File: src/rtl/sr_latch_driver.sv
// Clocked driver for an asynchronous SR latch: fixed-width s/r pulses, synchronized read-back, confirm or timeout.
// Optional build macro SR_SKIP_REDUNDANT_EN: skip the pulse when the latch already holds the requested value.
module sr_latch_driver #(
  parameter int PULSE_W     = 3,
  parameter int SYNC_STAGES = 2,
  parameter int TIMEOUT     = 8
) (
  input  logic clock,
  input  logic reset_,
  input  logic start,
  input  logic op,
  input  logic q_in,
  input  logic qN_in,
  output logic s,
  output logic r,
  output logic busy,
  output logic done,
  output logic err,
  output logic q_val
);

  // state | meaning
  // IDLE  | waiting for start; busy=0
  // PULSE | driving s (op=1) or r (op=0) for PULSE_W cycles
  // CHECK | s=r=0, waiting for synchronized q/qN to confirm op_r, bounded by TIMEOUT
  // DONE  | one cycle before done pulses and busy drops
  typedef enum logic [1:0] {IDLE, PULSE, CHECK, DONE} state_t;

  localparam int CNT_MAX = (PULSE_W > TIMEOUT) ? PULSE_W : TIMEOUT;
  localparam int CNT_W   = $clog2(CNT_MAX + 1);

  state_t                 state;
  logic                   op_r;
  logic [CNT_W-1:0]       cnt;
  logic [SYNC_STAGES-1:0] q_sync_r;
  logic [SYNC_STAGES-1:0] qn_sync_r;
  logic                   q_sync;
  logic                   qn_sync;
  logic                   consistent;

  assign q_sync     = q_sync_r[SYNC_STAGES-1];
  assign qn_sync    = qn_sync_r[SYNC_STAGES-1];
  assign consistent = (q_sync != qn_sync);

  always_ff @(posedge clock) begin
    if (!reset_) begin
      q_sync_r  <= '0;
      qn_sync_r <= '1;
    end else begin
      q_sync_r  <= {q_sync_r[SYNC_STAGES-2:0], q_in};
      qn_sync_r <= {qn_sync_r[SYNC_STAGES-2:0], qN_in};
    end
  end

  // s and r are only ever raised from IDLE where both are already low, so they can never overlap.
  always_ff @(posedge clock) begin
    if (!reset_) begin
      state <= IDLE;
      op_r  <= 1'b0;
      cnt   <= '0;
      s     <= 1'b0;
      r     <= 1'b0;
      busy  <= 1'b0;
      done  <= 1'b0;
      err   <= 1'b0;
      q_val <= 1'b0;
    end else begin
      done <= 1'b0;
      case (state)
        IDLE: begin
          if (start) begin
            op_r <= op;
            err  <= 1'b0;
            busy <= 1'b1;
`ifdef SR_SKIP_REDUNDANT_EN
            if (consistent && (q_sync == op)) begin
              q_val <= op;
              state <= DONE;
            end else begin
              s     <= op;
              r     <= ~op;
              cnt   <= CNT_W'(PULSE_W - 1);
              state <= PULSE;
            end
`else
            s     <= op;
            r     <= ~op;
            cnt   <= CNT_W'(PULSE_W - 1);
            state <= PULSE;
`endif
          end
        end
        PULSE: begin
          if (cnt == '0) begin
            s     <= 1'b0;
            r     <= 1'b0;
            cnt   <= CNT_W'(TIMEOUT - 1);
            state <= CHECK;
          end else begin
            cnt <= cnt - CNT_W'(1);
          end
        end
        CHECK: begin
          if (consistent && (q_sync == op_r)) begin
            q_val <= op_r;
            state <= DONE;
          end else if (cnt == '0) begin
            err   <= 1'b1;
            state <= DONE;
          end else begin
            cnt <= cnt - CNT_W'(1);
          end
        end
        DONE: begin
          done  <= 1'b1;
          busy  <= 1'b0;
          state <= IDLE;
        end
        default: state <= IDLE;
      endcase
    end
  end

endmodule

File: config.mk
export PLATFORM = sky130hd
export DESIGN_NAME = sr_latch_driver
export DESIGN_NICKNAME = d
export VERILOG_FILES = /design/src/rtl/sr_latch_driver.sv
export SDC_FILE = /design/constraint.sdc
export NUM_CORES = 1
export LEC_CHECK = 0
export CORE_ASPECT_RATIO = 1.2
export CORE_UTILIZATION = 56
export CTS_BUF_LIST = sky130_fd_sc_hd__clkbuf_8
export DETAILED_ROUTE_END_ITERATION = 10
export HOLD_SLACK_MARGIN = 0.1
export PLACE_DENSITY = 0.81
export SETUP_SLACK_MARGIN = 0.05
export SLEW_MARGIN = 20
export SYNTH_ARGS = -nofsm -noshare
export SYNTH_HDL_FRONTEND = slang
export SYNTH_SLANG_ARGS = --single-unit
File: constraint.sdc
create_clock -name clock -period 1.9 [get_ports clock]
set_input_delay 0.285 -clock clock [delete_from_list [all_inputs] [get_ports clock]]
set_output_delay 0.285 -clock clock [all_outputs]
set_load 0.01 [all_outputs]
==> run_1/placement_by_type.png <==
Drawn at 8 px/um.
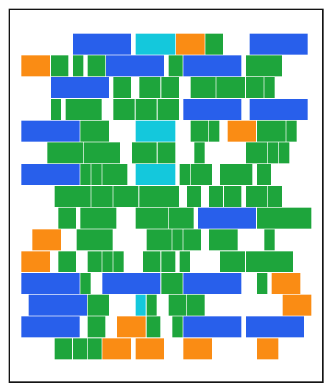
[clock drivers and dummy loads] cyan | cells: 4 | share of their area: 4.2%
[flops] blue | cells: 17 | share of their area: 32%
[other buffers and delay cells] orange | cells: 12 | share of their area: 11%
[combinational and other logic] green | cells: 80 | share of their area: 53%
fin area: 0.00109 mm2
Core Util, Final: 0.736
Seq/total area: 0.312
core area: 0.00148 mm2

==> run_1/detail.png <==
Window x 7 to 32, y 1 to 26 um. Cells in gray, sequential cells in the stronger gray; small squares are vias.
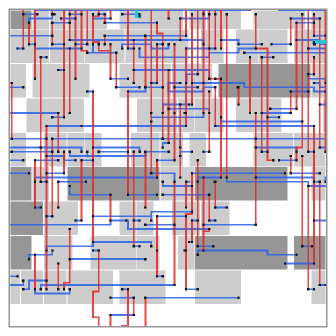
[metal 2] red
[metal 3] cyan
[metal 1] blue
most frequent: inv_1 (5), nand2_1 (5)
sequential cells in the window: 4
cells with their middle in the window: 54

==> run_1/congestion.png <==
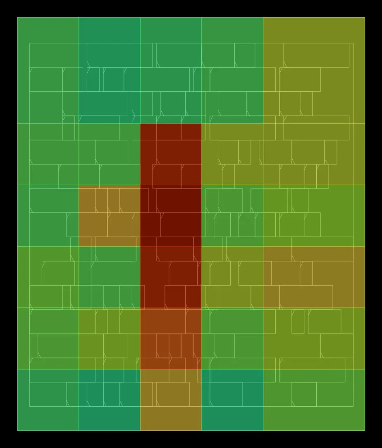
GR Layer Usage met2: 0.430
GRT Total Usage: 0.228
GRT busiest layer: met2
routed len/inst: 13.7 um
GR Layer Usage met1: 0.249

==> changes_impl.md, run 1 <==
### Physical design

- Total power: 0.00153 W
- Number of clock-tree buffers in the layout: 3
- Main logic family after synthesis: simple AND/OR/NAND/NOR gates
- Xor+xnor area frac: 0
- Hold Crit Endpoint: qn_sync_r[1]
- Logic pwr share: 0.506
- CTS Root Cell: clkbuf_8
- WHS Path Cells: 1
- Period utilization: 0.912
- Max VDD drop: 0.818 mV
- Flop area: 340 um2
- Buffers, non-clock: 12
- Met2 routed WL: 950 um
- WP data required: 2.05 ns
- Worst r2r dst: cnt[2]
- Yosys Instances: 100
- Post-CTS setup buffers: 0
- Drt drc: 0
- Pwr Density: 1400 mW/mm2
- DP HPWL: 1.35 mm
- Tmin final: 1.73 ns
- Comb area share: 0.495
- Slowest cell on crit path: dfxtp_1
- Max reg flops: 4
- Drt total wl: 1.79 mm
- I/O Buffers: 11
- Hold path startpoint: qn_sync_r[0]
- Logic cell area: 541 um2
- Tap cells: 17
- Reg2reg start: state[0]
- Clk pwr share: 0.168
- Total I/O pin count: 12
- Non-clk buf share: 0.108
- Max layer used: met4
- Worst-case clock buffer depth: 2
- Max-cap check violation count: 0
- Net Sw Frac: 0.403
- Area leader share: 0.370
- Init Core Util: 0.621
- Largest net degree at the start of global routing: 20
- And+or+nand+nor area frac: 0.272
- Worst setup margin: 0.167 ns
- Resize count post-CTS: 0
- Routability cong.: 0.879
- Multi-input gates: 73
- Seq_cells: 17
- R2r worst-path depth: 6
- DP Area: 0.00105 mm2
- Area-dominant class: combinational gates
- Top Layout Cells: dfxtp_1 (17), nand2_1 (11), clkdlybuf4s50_1 (11)
- Ys flops: 17
- Metal3 WL: 39 um
- Slew Limit Fails: 0
- Fraction of final layout cells sized beyond drive strength 1: 0.106
- Clock group total power: 0.000256 W
- Leak pwr: 0.436 nW
- Clock tree from TritonCTS: yes
- WP data arrival: 1.89 ns
- RSZ-0062 raised after global routing: no
- Log Warnings: 31
- Dominant cell type by area after synthesis: dfxtp_1
- Cell Type Count: 39
- Synth top area cells: dfxtp_1 (37%), ha_1 (9.5%), nor2b_1 (4.8%)
- CP max FO: 12
- Largest register by flop count: cnt
- Worst-Skew Late Latency: 0.25 ns
- Adder Area Share: 0.0951
- Comb power: 0.000773 W
- FMAX: 577 MHz
- Status: finished clean
- YS chip area: 921 um2
- Initial antenna violation count: 0
- CP cell instances: inv_1, ha_1, nand4bb_1, and4b_4, nand2_4, o41ai_2
- Setup_tns: 0 ns
- Cell Rows: 15
- Seq power: 0.000499 W
- Multiplexer share: 0.0326
- Clock sinks: 17
- Most common cell in the netlist: dfxtp_1
- WP depth: 6
- Syn Nets: 113
- Seq/Total Area, Yosys: 0.370
- Crit Path Class: flip-flop to flip-flop
- GRT Residual Overflow: 0
## Run 2: what changed since run 1
ABC_CLOCK_PERIOD_IN_PS = 1900   (was unset)
==> run_2/logic_types.png <==
Drawn at 6 px/um.
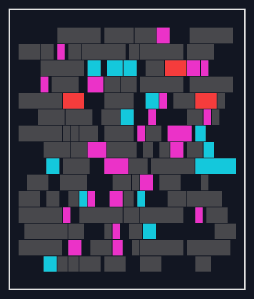
[NAND gates] magenta | cells: 22 | most used: nand2_1
[NOR gates] cyan | cells: 13 | most used: nor2b_1
[multiplexers] red | cells: 3 | most used: mux2i_1

==> run 2 against run 1 <==
  * Non-clock buffer count unchanged
  * Count of clock-buffer cells in the layout stayed put
  * Register-to-register slack is essentially flat
  * Worst setup slack unchanged
  * Wire length is the same
  * Cell count did not move
  * First-iteration DRC count is the same
  * Power is the same
  * Clock skew did not move
  * Largest cell class unchanged
  * Highest routed layer unchanged
==> changes_impl.md, run 2 <==
### Physical design

- Die area: 0.00181 mm2
- Place WS: 0.181 ns
- Clk slew on worst S/H paths: 0.06 ns
- Final setup viols: 0
- Adder Area Share: 0.0951 (unchanged)
- Reg2reg start: state[0]
- DP Area: 0.00105 mm2 (unchanged)
- Skew final: 0.00443 ns
- Tap cells: 17 (unchanged)
- Xor+xnor area frac: 0 (unchanged)
- Multi-input gates: 73 (unchanged)
- Final ANT Viol Nets: 0
- Clk pwr share: 0.168 (about the same)
- FMAX: 577 MHz (unchanged)
- Worst-case clock buffer depth: 2 (unchanged)
- Multiplexer share: 0.0326 (unchanged)
- Core area: 0.00148 mm2 (unchanged)
- Area-dominant class: combinational gates
- Initial antenna violation count: 0 (unchanged)
- Synth top area cells: dfxtp_1 (37%), ha_1 (9.5%), nor2b_1 (4.8%)
- Synth cell count leaders: dfxtp_1 (17), nand2_1 (11), ha_1 (7), inv_1 (7), nor2b_1 (7)
- Cell Type Count: 39 (unchanged)
- Yosys Instances: 100 (unchanged)
- Cell Area, Synth: 921 um2
- Slew Limit Fails: 0 (unchanged)
- Routed len/inst: 13.7 um (unchanged)
- Metal3 WL: 39 um (unchanged)
- Setup crit end: cnt[2]
- Cell internal pwr: 0.000913 W
- M1 WL: 785 um
- Fin area: 0.00109 mm2 (unchanged)
- Max VDD drop: 0.818 mV (unchanged)
- Seq/Total Area, Yosys: 0.370 (unchanged)
- WP data required: 2.05 ns (about the same)
- WP data arrival: 1.89 ns (about the same)
- Hold path startpoint: qn_sync_r[0]
- Area leader share: 0.370 (unchanged)
- Post-cts hold buffer count: 0
- Seq power: 0.000499 W (about the same)
- Largest register by flop count: cnt
- Most used logic cell in the final layout: dfxtp_1
- GRT busiest layer: met2
- Resize count post-CTS: 0 (unchanged)
- Post-CTS setup buffers: 0 (unchanged)
- GR Layer Usage met1: 0.249 (unchanged)
- Clock sinks: 17 (unchanged)
- Top Layout Cells: dfxtp_1 (17), nand2_1 (11), clkdlybuf4s50_1 (11)
- Die H: 46.4 um
- Main logic family after synthesis: simple AND/OR/NAND/NOR gates
- Seq/total area: 0.312 (unchanged)
- Most common cell in the netlist: dfxtp_1
- Ys flops: 17 (unchanged)
- Buffers, non-clock: 12 (unchanged)
- Worst r2r dst: cnt[2]
- R2r worst-path depth: 6 (unchanged)
- Min-Delay Path Class: flip-flop to flip-flop
- Core Util, Final: 0.736 (unchanged)
- I/O Buffers: 11 (unchanged)
- Max reg flops: 4 (unchanged)
- Hold Crit Endpoint: qn_sync_r[1]
- GR Layer Usage met2: 0.430 (unchanged)
- Log Warnings: 31 (unchanged)
- Via count: 735
- Slowest cell on crit path: dfxtp_1
- Clock buf/inv share: 0.0413
- GRT Total Usage: 0.228 (unchanged)
- Period utilization: 0.912 (unchanged)
- GRT Residual Overflow: 0 (unchanged)
- Drt drc: 0 (unchanged)
- Total power: 0.00153 W (unchanged)
- Init Core Util: 0.621 (unchanged)
- WP depth: 6 (unchanged)
- Syn Nets: 113 (unchanged)
- Routability cong.: 0.879 (unchanged)
- RSZ-0062 raised after global routing: no
- Number of clock-tree buffers in the layout: 3 (unchanged)
- CP cell instances: inv_1, ha_1, nand4bb_1, and4b_4, nand2_4, o41ai_2
- Status: finished clean
- Non-clk buf share: 0.108 (unchanged)
- Worst setup margin: 0.167 ns (unchanged)
- DP HPWL: 1.35 mm (unchanged)
- Largest net degree at the start of global routing: 20 (unchanged)
- Leak pwr: 0.436 nW (unchanged)
- Setup_tns: 0 ns (unchanged)
- First-pass GRT wire length: 2.90 mm
- Comb power: 0.000773 W (about the same)
- Clock group total power: 0.000256 W (about the same)
- Worst Path Buf+Inv: 1
- Worst slew pin tran: 0.391 ns
- Fraction of final layout cells sized beyond drive strength 1: 0.106 (unchanged)
- Flop area: 340 um2 (unchanged)
- WHS Path Cells: 1 (unchanged)
- CP max FO: 12 (unchanged)
- Logic pwr share: 0.506 (about the same)
- Tmin final: 1.73 ns (unchanged)
- Seq_cells: 17 (unchanged)
- Comb area share: 0.495 (unchanged)
- Net Sw Frac: 0.403 (unchanged)
- And+or+nand+nor area frac: 0.272 (unchanged)
- Crit Path Class: flip-flop to flip-flop
- Syn. warnings: 0
- First-pass DRT Iterations: 4
- Logic cell area: 541 um2 (unchanged)
- Max layer used: met4
- Clock tree from TritonCTS: yes
- Max-cap check violation count: 0 (unchanged)
- Pwr Density: 1400 mW/mm2 (unchanged)
- Cell count after placement: 126
- Worst-Skew Late Latency: 0.25 ns (about the same)
- Drt total wl: 1.79 mm (unchanged)
- Met2 routed WL: 950 um (unchanged)
- CTS Root Cell: clkbuf_8
- Total I/O pin count: 12 (unchanged)
- YS chip area: 921 um2 (unchanged)
- Dominant cell type by area after synthesis: dfxtp_1
- Cell Rows: 15 (unchanged)
Power is estimated from default activity; no workload was simulated.
